run_1/final_placement.png
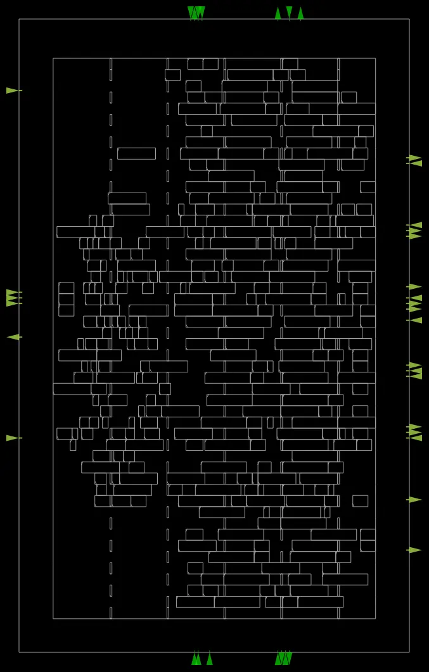
run_1/wire_density.png
(3 px per um) 19 x 31 tiles, from dark purple (low) to yellow (high), scaled to the fullest tile. Values are wire area over tile area, all layers added.
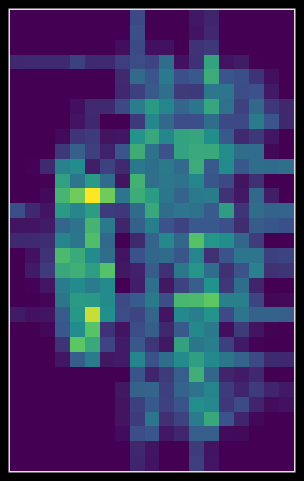
run_1/drive_strength.png
(2 px per um)
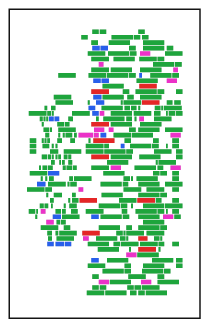
[src/rtl/eep_pkg.sv]
// EEPROM responder shared types and defaults.
// State encoding and word geometry used by eep_resp and its timer.
package eep_pkg;

  localparam int EEP_DATA_W  = 14;
  localparam int EEP_ADDR_W  = 2;
  localparam int EEP_PGM_CYC = 1500;

  typedef enum logic [1:0] {
    IDLE,
    ARMED,
    PUMP,
    COMMIT
  } eep_state_e;

endpackage

[src/rtl/eep_pgm_timer.sv]
// Saturating enable-gated programming-interval counter.
// start loads 1, en increments, clr zeroes; tc flags MAX reached.
module eep_pgm_timer #(
  parameter int MAX = 1500,
  parameter int W   = $clog2(MAX + 1)
) (
  input  logic clk_i,
  input  logic rst_i,
  input  logic clr_i,
  input  logic start_i,
  input  logic en_i,
  output logic tc_o
);

  logic [W-1:0] cnt_q;
  logic [W-1:0] cnt_d;

  always_comb begin
    cnt_d = cnt_q;
    unique case (1'b1)
      clr_i:   cnt_d = '0;
      start_i: cnt_d = W'(1);
      en_i:    if (cnt_q != W'(MAX)) cnt_d = cnt_q + 1'b1;
      default: cnt_d = cnt_q;
    endcase
  end

  always_ff @(posedge clk_i or posedge rst_i) begin
    if (rst_i) cnt_q <= '0;
    else       cnt_q <= cnt_d;
  end

  assign tc_o = (cnt_q == W'(MAX));

endmodule

[src/rtl/eep_resp.sv]
// Behavioural EEPROM responder: 4 non-volatile words, reads in one cycle,
// writes commit only after the charge pump is held for PGM_CYC cycles.
module eep_resp
  import eep_pkg::*;
#(
  parameter int                DATA_W  = EEP_DATA_W,
  parameter int                ADDR_W  = EEP_ADDR_W,
  parameter int                PGM_CYC = EEP_PGM_CYC,
  parameter logic [DATA_W-1:0] INIT0   = '0,
  parameter logic [DATA_W-1:0] INIT1   = '0,
  parameter logic [DATA_W-1:0] INIT2   = '0,
  parameter logic [DATA_W-1:0] INIT3   = '0
) (
  input  logic              clk,
  input  logic              rst,
  input  logic              eep_cs_n,
  input  logic              eep_r_w_n,
  input  logic [ADDR_W-1:0] eep_addr,
  input  logic [DATA_W-1:0] eep_wr_data,
  input  logic              chrg_pmp_en,
  output logic [DATA_W-1:0] eep_rd_data,
  output logic              busy,
  output logic              wr_done,
  output logic              pgm_err
);

  localparam int NW = 1 << ADDR_W;

  typedef logic [NW-1:0][DATA_W-1:0] mem_t;

  function automatic mem_t init_mem();
    mem_t m;
    for (int i = 0; i < NW; i++) begin
      case (i)
        0:       m[i] = INIT0;
        1:       m[i] = INIT1;
        2:       m[i] = INIT2;
        3:       m[i] = INIT3;
        default: m[i] = '0;
      endcase
    end
    return m;
  endfunction

  // Non-volatile: preloaded once, never touched by rst.
  mem_t mem_q = init_mem();

  eep_state_e        state_q;
  logic [ADDR_W-1:0] pend_addr_q;
  logic [DATA_W-1:0] pend_data_q;
  logic [DATA_W-1:0] rd_q;
  logic              busy_q;
  logic              done_q;
  logic              err_q;

  logic rd_req;
  logic wr_req;
  logic tmr_start;
  logic tmr_en;
  logic tmr_clr;
  logic tmr_tc;

  assign rd_req = !eep_cs_n && eep_r_w_n;
  assign wr_req = !eep_cs_n && !eep_r_w_n;

  assign tmr_start = (state_q == ARMED) && chrg_pmp_en;
  assign tmr_en    = (state_q == PUMP) && chrg_pmp_en;
  assign tmr_clr   = !(tmr_start || tmr_en);

  eep_pgm_timer #(
    .MAX (PGM_CYC)
  ) u_timer (
    .clk_i   (clk),
    .rst_i   (rst),
    .clr_i   (tmr_clr),
    .start_i (tmr_start),
    .en_i    (tmr_en),
    .tc_o    (tmr_tc)
  );

  always_ff @(posedge clk or posedge rst) begin
    if (rst) begin
      state_q     <= IDLE;
      pend_addr_q <= '0;
      pend_data_q <= '0;
      rd_q        <= '0;
      busy_q      <= 1'b0;
      done_q      <= 1'b0;
      err_q       <= 1'b0;
    end else begin
      done_q <= 1'b0;
      if (rd_req) rd_q <= mem_q[eep_addr];
      if (wr_req) begin
        if (state_q == IDLE) begin
          pend_addr_q <= eep_addr;
          pend_data_q <= eep_wr_data;
          err_q       <= 1'b0;
        end else begin
          err_q <= 1'b1;
        end
      end
      unique case (state_q)
        IDLE: begin
          if (wr_req) begin
            state_q <= ARMED;
            busy_q  <= 1'b1;
          end
        end
        ARMED: begin
          if (chrg_pmp_en) state_q <= PUMP;
        end
        PUMP: begin
          if (!chrg_pmp_en) begin
            state_q <= IDLE;
            busy_q  <= 1'b0;
            err_q   <= 1'b1;
          end else if (tmr_tc) begin
            state_q <= COMMIT;
            done_q  <= 1'b1;
          end
        end
        COMMIT: begin
          state_q <= IDLE;
          busy_q  <= 1'b0;
        end
        default: state_q <= IDLE;
      endcase
    end
  end

  // Same-edge reads still see the old word.
  always_ff @(posedge clk) begin
    if (state_q == COMMIT) mem_q[pend_addr_q] <= pend_data_q;
  end

  assign eep_rd_data = rd_q;
  assign busy        = busy_q;
  assign wr_done     = done_q;
  assign pgm_err     = err_q;

endmodule

[config.mk]
export PLATFORM = sky130hd
export DESIGN_NAME = eep_resp
export DESIGN_NICKNAME = d
export VERILOG_FILES = /design/src/rtl/eep_pkg.sv /design/src/rtl/eep_pgm_timer.sv /design/src/rtl/eep_resp.sv
export SDC_FILE = /design/constraint.sdc
export NUM_CORES = 1
export LEC_CHECK = 0
export CORE_ASPECT_RATIO = 1.75
export CORE_MARGIN = 8
export CORE_UTILIZATION = 39
export DETAILED_ROUTE_END_ITERATION = 7
export SLEW_MARGIN = 40
export SYNTH_ARGS = -nofsm -noshare
export SYNTH_HDL_FRONTEND = slang
export SYNTH_HIERARCHICAL = 1
export SYNTH_SLANG_ARGS = --single-unit
[constraint.sdc]
create_clock -name clk -period 4.1 [get_ports clk]
set_input_delay 0.82 -clock clk [delete_from_list [all_inputs] [get_ports clk]]
set_output_delay 0.82 -clock clk [all_outputs]
set_load 0.02 [all_outputs]
==> results.sh, run 1 <==
# source this file to load flow results
export IMPL_status="completed"
export IMPL_endpoint_kind="flop"
export IMPL_rsz0062_at_grt="no"
export IMPL_avgRoutedWirePerCell_um=18.9
export IMPL_regMostFlops="mem_q"
export IMPL_yosys_stat_cells=279
export IMPL_drtIter0Drc=117
export IMPL_die_h_um=154
export IMPL_avgSynthCellArea_um2=15.1
export IMPL_cts_resized=0
export IMPL_worst_path_stages=5
export IMPL_grt_max_degree=36
export IMPL_synth_edff_count=56
export IMPL_setup_worst_path_start="chrg_pmp_en"
export IMPL_firstDrtPassIters=4
export IMPL_antenna_found_initial=0
export IMPL_whs_ns=0.492
export IMPL_worstSetupPathType="primary input to flop"
export IMPL_grt_pass1_vias=2569
export IMPL_min_period_ns=2.29
export IMPL_io_pins=38
export IMPL_slew_viol_final=0
export IMPL_max_slew_margin_pct=55.3
export IMPL_core_area_mm2=0.0106
export IMPL_async_reset_ff_share_pct=45.1
export IMPL_clockRootBuffer="clkbuf_16"
export IMPL_required_ns=4.35
export IMPL_worst_r2r_cell_count=7
export IMPL_synth_top_flop_cell="edfxtp_1"
export IMPL_start_kind="primary input"
export IMPL_top_area_cell_class="registers"
export IMPL_clockBufferDepth=2
export IMPL_cts_tree="yes"
export IMPL_comb_cell_power_mw=0.374
export IMPL_warning_count=27
export IMPL_fin_crit_sh_pct=56.0
export IMPL_largest_register_ffs=56
export IMPL_p_switching_mw=0.658
export IMPL_numCtsBuffers=9
export IMPL_num_tap_cells=130
export IMPL_worst_slew_pin_transition_ns=0.668
export IMPL_clk_pin_slew_ns=0.06
export IMPL_cp_cell_sequence="clkdlybuf4s50_1 -> nor2b_1 -> and2_2 -> or4b_1 -> o211ai_1"
export IMPL_clock_skew_ns=0.00620
export IMPL_io_buffers=37
export IMPL_worstPathArrival_ns=2.55
export IMPL_setup_viol=0
export IMPL_grt_pass1_wl_um=13600
export IMPL_regToRegSetupSlack_ns=2.10
export IMPL_seq_power_mw=1.40
export IMPL_critical_path_slowest_cell="clkdlybuf4s50_1"
export IMPL_holdPathEnd="eep_rd_data[13]$_DFFE_PP0P_"
export IMPL_vias_per_cell=5.37
export IMPL_postRouteAntennaNets=0
export IMPL_final_hold_violation_count=0
export IMPL_worstReg2RegStart="u_timer/cnt_q[0]$_DFFE_PP0P_"
export IMPL_p_comb_share_pct=14.3
export IMPL_comb_share_pct=25.6
export IMPL_post_route_drc_count=0
Back to the opening pictures, final_placement.png:
Rows: 50
fill count: 944
seq_cells: 102
sequential cell area share: 56.3%

Back to the opening pictures, wire_density.png:
The mean over all tiles is 0.092. 9.0% of the tiles are over half the peak. The densest ninth of the die: center. 33% of the tiles are nearly empty.
Detailed Route WL: 8590 um
vias: 2445

Back to the opening pictures, drive_strength.png:
drive 6 and up: marked red, cells 11. drive 1 or less: marked green, cells 272. drive 2: marked blue, cells 21. drive 3 to 4: marked magenta, cells 21.
nonclk buf count: 43
setup slack after layout: 1.81 ns
Area growth syn-to-layout: 19.1%

-- run 1: cells by family (layout without fill, tap and decap cells) --
group                    Yosys count  in the layout  synth area share (%)
AND/OR/NAND/NOR                   67             67                  9.48
AND-OR/OR-AND                     38             38                  7.14
flip-flops                       102            102                  67.0
XOR/XNOR                           1              1                 0.207
multiplexers                      48             48                  12.7
buffers and inverters             21             67                  2.81
adder cells (fa/ha/maj)            2              2                 0.592
-- run 1: per-layer routing --
layer	vias up	GRT usage [%]	wire length, um
met5	-	0	0
li1	1142	-	-
met4	0	5.61	167
met1	1245	13.3	3370
met3	11	2.54	351
met2	47	22.4	4700
-- run 1: metrics by stage --
step                power [mW]  area, um^2
floorplan                 1.64        4230
finish                    2.62        5030
global placement          1.79        4730
global route              2.73        5030
detailed placement        1.80        4730
CTS                       2.65        5030
run_1/zoom.png
Window x 22 to 72, y 83 to 133 um. Cells in gray, sequential cells in the stronger gray; small squares are vias.
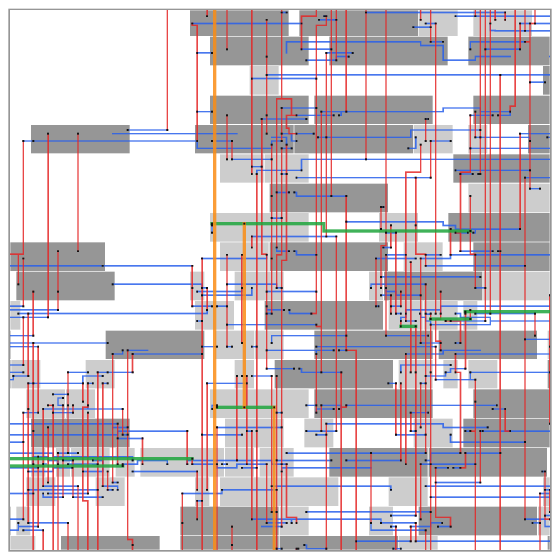

==> inputs of run 2 (changes only) <==
==> constraint.sdc (replaced) <==
create_clock -name clk -period 2.02 [get_ports clk]
set_input_delay 0.404 -clock clk [delete_from_list [all_inputs] [get_ports clk]]
set_output_delay 0.404 -clock clk [all_outputs]
set_load 0.02 [all_outputs]
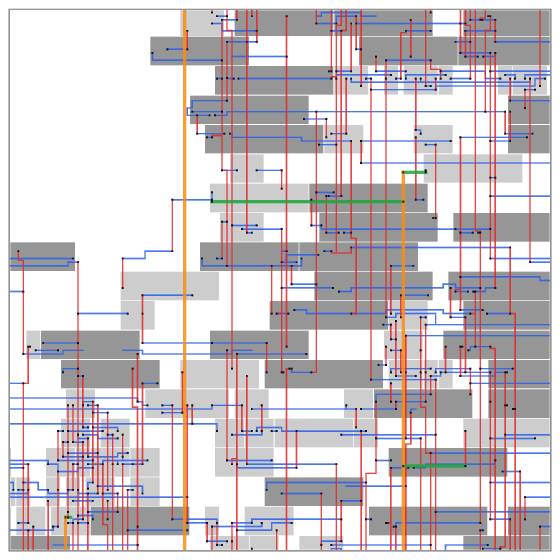
run_2/zoom.png
Window x 22 to 72, y 83 to 133 um. Cells in gray, sequential cells in the stronger gray; small squares are vias.
met1: marked blue. met3: marked green. met2: marked red. met4: marked orange.
Netlist names of flops here include mem_q (19), eep_rd_data (3), pend_data_q (3). 78 logic cells have their middle in the window. Sequential cells in the window: 31. Most frequent: edfxtp_1 (19), dfrtp_1 (12), nand2_1 (7).

==> run 2 against run 1 <==
  * Clock power increased by 92%
  * Wire length down 0.22%
  * Clock-buffer cell count is the same
  * Critical path type is now flop to flop
  * Largest power group unchanged
==> results.sh, run 2 <==
# source this file to load flow results
export IMPL_status="completed"
export IMPL_firstDrtPassIters=4
export IMPL_fin_area_mm2=0.00517
export IMPL_r2r_end="state_q[0]$_DFFE_PP0P_"
export IMPL_min_period_ns=1.80
export IMPL_antenna_found_initial=0
export IMPL_cts_resized=0
export IMPL_worstSetupPathType="flop to flop"
export IMPL_setup_worst_path_start="u_timer/cnt_q[1]$_DFFE_PP0P_"
export IMPL_mux_share_pct=12.7
export IMPL_slew_viol_final=0
export IMPL_io_pins=38
export IMPL_fin_util_pct=48.6
export IMPL_critical_path_slowest_cell="or4b_1"
export IMPL_worst_r2r_cell_count=7
export IMPL_grt_pass1_wl_um=13700
export IMPL_p_comb_share_pct=15.6
export IMPL_final_hold_violation_count=0
export IMPL_cp_top_family="simple AND/OR/NAND/NOR gates"
export IMPL_p_switching_mw=1.34
export IMPL_final_nets=358
export IMPL_setup_ws_ns=0.219
export IMPL_die_h_um=154
export IMPL_worstReg2RegStart="u_timer/cnt_q[1]$_DFFE_PP0P_"
export IMPL_clockRootBuffer="clkbuf_16"
export IMPL_cp_cell_sequence="inv_1 -> ha_1 -> nand4_1 -> or4b_1 -> nor2_1 -> and3_2 -> o21bai_1"
export IMPL_postRouteAntennaNets=0
export IMPL_placed_area_mm2=0.00489
export IMPL_hold_buffers=0
export IMPL_post_route_drc_count=0
export IMPL_pwr_share_clk_pct=30.7
export IMPL_worstPathArrival_ns=2.06
export IMPL_largest_register_ffs=56
export IMPL_rsz0062_at_grt="no"
export IMPL_synth_edff_count=56
export IMPL_core_area_mm2=0.0106
export IMPL_yosys_area_share_aoi_pct=7.14
export IMPL_placedCellCount=454
export IMPL_clock_latency_late_pin_ns=0.33
export IMPL_cp_endpoint="state_q[0]$_DFFE_PP0P_"
export IMPL_clockBufferDepth=2
export IMPL_yosys_stat_cells=279
export IMPL_ys_top_logic_family="multiplexers"
export IMPL_grt_pass1_vias=2639
export IMPL_avgSynthCellArea_um2=15.1
export IMPL_warning_count=27
export IMPL_area_delta_synth_final_pct=22.4
export IMPL_register_area_mm2=0.00283
export IMPL_seq_power_mw=2.83
export IMPL_start_kind="flop"
export IMPL_whs_ns=0.404
export IMPL_fin_crit_sh_pct=89.2
export IMPL_h_tree_depth=3
export IMPL_max_slew_margin_pct=69.1
export IMPL_comb_cell_power_mw=0.822
export IMPL_clock_skew_ns=0.00522
export IMPL_drtIter0Drc=69
export IMPL_clk_pin_slew_ns=0.07
export IMPL_n_fill_cell=940
export IMPL_endpoint_kind="flop"
export IMPL_worst_slew_pin_transition_ns=0.462
export IMPL_regMostFlops="mem_q"
export IMPL_cts_tree="yes"
export IMPL_xor_area_share_pct=0.207
export IMPL_regToRegSetupSlack_ns=0.22
export IMPL_vias_per_cell=5.30
export IMPL_required_ns=2.28
export IMPL_fp_row_count=50
export IMPL_async_reset_ff_share_pct=45.1
export IMPL_numCtsBuffers=9
export IMPL_yosys_area_share_simple_pct=9.48
export IMPL_worst_path_stages=7
export IMPL_fin_total_pwr_mw=5.27
export IMPL_setup_viol=0
export IMPL_synth_top_flop_cell="edfxtp_1"
export IMPL_io_buffers=37
export IMPL_grt_max_degree=36
export IMPL_adder_share_pct=0.592
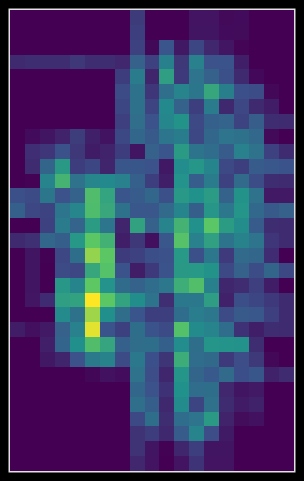
run_2/wire_density.png
(3 px per um) 19 x 31 tiles, from dark purple (low) to yellow (high), scaled to the fullest tile. Values are wire area over tile area, all layers added.
30% of the tiles are nearly empty. The fullest tile reaches 0.45. 9.8% of the tiles are over half the peak.
WL/cell: 18.2 um
Detailed Route WL: 8570 um
vias: 2492
overall routing resource usage: 12.4%

run 2: layer usage:
metal  vias up  GRT usage [%]  share of wire, %
met5         -              0                 0
met4         0           5.99               2.4
met3        15           2.93               3.6
met2        36           21.9                54
met1      1263           13.4                40
li1       1178              -                 -
run 2: cell type report:
| type | count | share of cell area, % |
|---|---|---|
| clock buffers | 11 | 4.89 |
| repair buffers | 58 | 11.1 |
| well taps | 130 | 3.14 |
| flip-flops and latches | 102 | 54.8 |
| multi-input cells | 156 | 24.9 |
| clock inverters | 5 | 0.653 |
| inverters | 8 | 0.580 |
run 2: worst register-to-register path, cell delays in order, from the launching register on:
cell and delay, ns:
dfrtp_1 0.38, inv_1 0.06, ha_1 0.19, nand4_1 0.10, or4b_1 0.53, nor2_1 0.15, and3_2 0.21, o21bai_1 0.10
run_2/final_placement.png
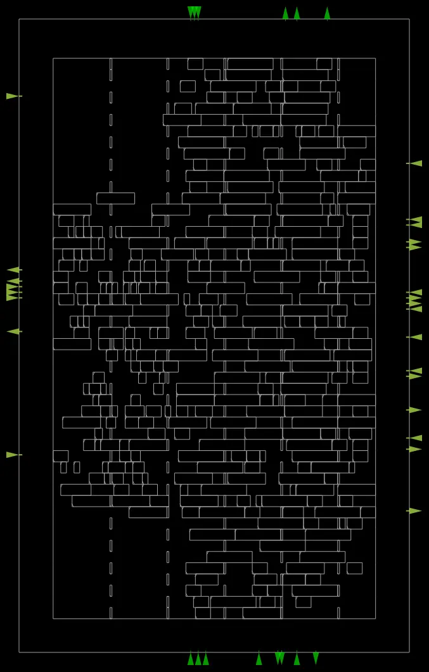

==> inputs of run 3 (changes only) <==
--- a/config.mk
+++ b/config.mk
@@ -7,8 +7,10 @@
 export LEC_CHECK = 0
 export CORE_ASPECT_RATIO = 1.75
 export CORE_MARGIN = 8
-export CORE_UTILIZATION = 39
+export CORE_UTILIZATION = 51
 export DETAILED_ROUTE_END_ITERATION = 7
+export PLACE_DENSITY = 0.75
+export REMOVE_ABC_BUFFERS = 1
 export SLEW_MARGIN = 40
 export SYNTH_ARGS = -nofsm -noshare
 export SYNTH_HDL_FRONTEND = slang
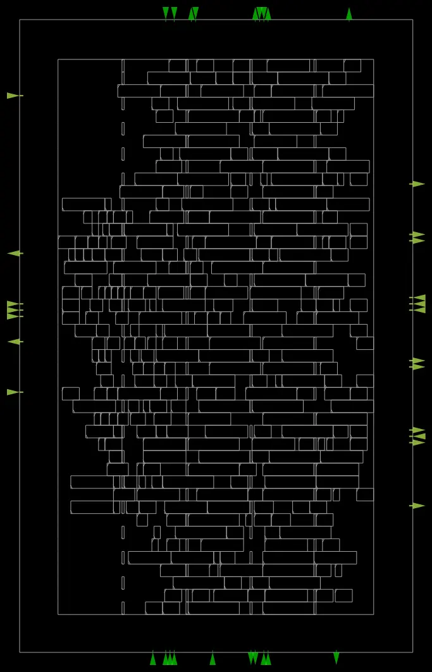
run_3/final_placement.png
post-layout util: 62.9%
Non-Filler Instances: 430
core area: 0.00815 mm^2
fill count: 604

==> run 3 against run 2 <==
  * Synthesized area stayed put
  * Synthesized cell count stayed put
  * Worst setup slack worse by 0.033 ns
  * Highest routed layer unchanged
  * Largest cell class unchanged
  * Global-route usage is 3.9 points higher
  * Critical endpoint unchanged
  * Register-to-register slack worse by 0.03 ns
==> results.sh, run 3 <==
# source this file to load flow results
export IMPL_numCtsBuffers=9
export IMPL_rsz0062_at_grt="no"
export IMPL_drtIter0Drc=104
export IMPL_top_area_cell_class="registers"
export IMPL_post_route_drc_count=0
export IMPL_setup_viol=0
export IMPL_use_met3_pct=4.72
export IMPL_fin_total_pwr_mw=5.48
export IMPL_io_buffers=37
export IMPL_setup_worst_path_start="u_timer/cnt_q[1]$_DFFE_PP0P_"
export IMPL_start_kind="flop"
export IMPL_cp_cell_sequence="inv_1 -> ha_1 -> nand4_1 -> or4b_1 -> nor2_1 -> and3_2 -> o21bai_1"
export IMPL_cp_top_family="simple AND/OR/NAND/NOR gates"
export IMPL_cts_tree="yes"
export IMPL_adder_share_pct=0.592
export IMPL_async_reset_ff_share_pct=45.1
export IMPL_postRouteAntennaNets=0
export IMPL_n_clock_buffer=9
export IMPL_grt_pass1_wl_um=14100
export IMPL_routed_wl_met3_um=421
export IMPL_clk_pin_slew_ns=0.07
export IMPL_ys_top_logic_family="multiplexers"
export IMPL_setup_ws_ns=0.186
export IMPL_comb_cell_power_mw=0.818
export IMPL_xor_area_share_pct=0.207
export IMPL_yosys_area_share_aoi_pct=7.14
export IMPL_slew_viol_final=0
export IMPL_seq_power_mw=2.83
export IMPL_min_period_ns=1.83
export IMPL_grt_pass1_vias=2758
export IMPL_worstReg2RegStart="u_timer/cnt_q[1]$_DFFE_PP0P_"
export IMPL_area_delta_synth_final_pct=21.3
export IMPL_clockBufferDepth=2
export IMPL_final_nets=356
export IMPL_yosys_area_share_simple_pct=9.48
export IMPL_use_met1_pct=16.8
export IMPL_cts_resized=0
export IMPL_largest_register_ffs=56
export IMPL_p_comb_share_pct=14.9
export IMPL_num_tap_cells=92
export IMPL_avgRoutedWirePerCell_um=20.1
export IMPL_endpoint_kind="flop"
export IMPL_grtUsageTotal_pct=16.3
export IMPL_worst_path_stages=7
export IMPL_placed_area_mm2=0.00480
export IMPL_n_all_buffers=56
export IMPL_worstSetupPathType="flop to flop"
export IMPL_clk_share_pct=6.32
export IMPL_hold_buffers=0
export IMPL_whs_ns=0.406
export IMPL_regMostFlops="mem_q"
export IMPL_critical_path_slowest_cell="or4b_1"
export IMPL_non_clock_buffer_area_share_pct=10.4
export IMPL_fp_row_count=44
export IMPL_seq_cells=102
export IMPL_fin_area_mm2=0.00512
export IMPL_antenna_found_initial=0
export IMPL_grt_max_degree=36
export IMPL_inverters=8
export IMPL_warning_count=26
export IMPL_fin_crit_sh_pct=90.8
export IMPL_pwr_share_clk_pct=33.5
export IMPL_firstDrtPassIters=4
export IMPL_cp_endpoint="state_q[0]$_DFFE_PP0P_"
export IMPL_final_hold_violation_count=0
export IMPL_dr_wl_met2_um=4700
export IMPL_regToRegSetupSlack_ns=0.19
export IMPL_grt_busiest_layer="met2"
export IMPL_worstPathArrival_ns=2.10
export IMPL_vias_per_cell=5.99
export IMPL_synth_edff_count=56
export IMPL_comb_share_pct=25.2
export IMPL_h_tree_depth=3
export IMPL_status="completed"
export IMPL_drt_wl_total_um=8650
export IMPL_ys_chip_area_mm2=0.00423
export IMPL_topRoutingLayerUsed="met4"
export IMPL_worst_r2r_cell_count=7
export IMPL_required_ns=2.29
export IMPL_max_slew_margin_pct=67.1
export IMPL_wl_met1_um=3270
export IMPL_mux_share_pct=12.7
export IMPL_synth_top_flop_cell="edfxtp_1"
export IMPL_via_count=2575
export IMPL_p_switching_mw=1.37
export IMPL_avgSynthCellArea_um2=15.1
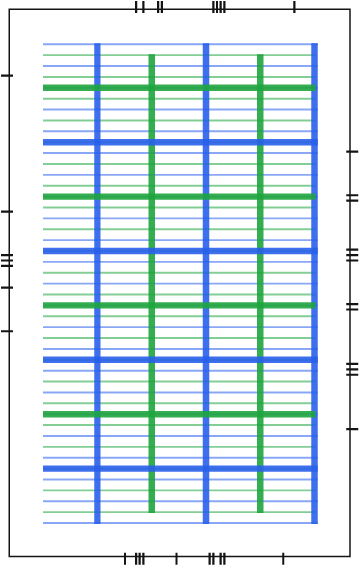
run_3/pdn.png
(4 px per um) Pins as bars on the die edge.
VSS: marked blue. VDD: marked green.
The core has 44 rows. 38 signal pins sit on the boundary. 5 straps on met4.
Die Wd: 84.8 um
IR drop worst, VDD: 0.000509 V
die height: 136 um

run 3: worst min-delay path by stage:
stage,to,slack [ns],startpoint
after floorplan,u_timer/cnt_q[0]$_DFFE_PP0P_,0.26,rst
after global placement,eep_rd_data[13]$_DFFE_PP0P_,0.47,eep_rd_data[13]$_DFFE_PP0P_
after detailed placement,eep_rd_data[8]$_DFFE_PP0P_,0.47,eep_rd_data[8]$_DFFE_PP0P_
after CTS,u_timer/cnt_q[1]$_DFFE_PP0P_,0.42,rst
after global routing,u_timer/cnt_q[9]$_DFFE_PP0P_,0.44,rst
final,u_timer/cnt_q[8]$_DFFE_PP0P_,0.41,rst
Power figures rest on the tool's default switching activity, not on a simulated workload.
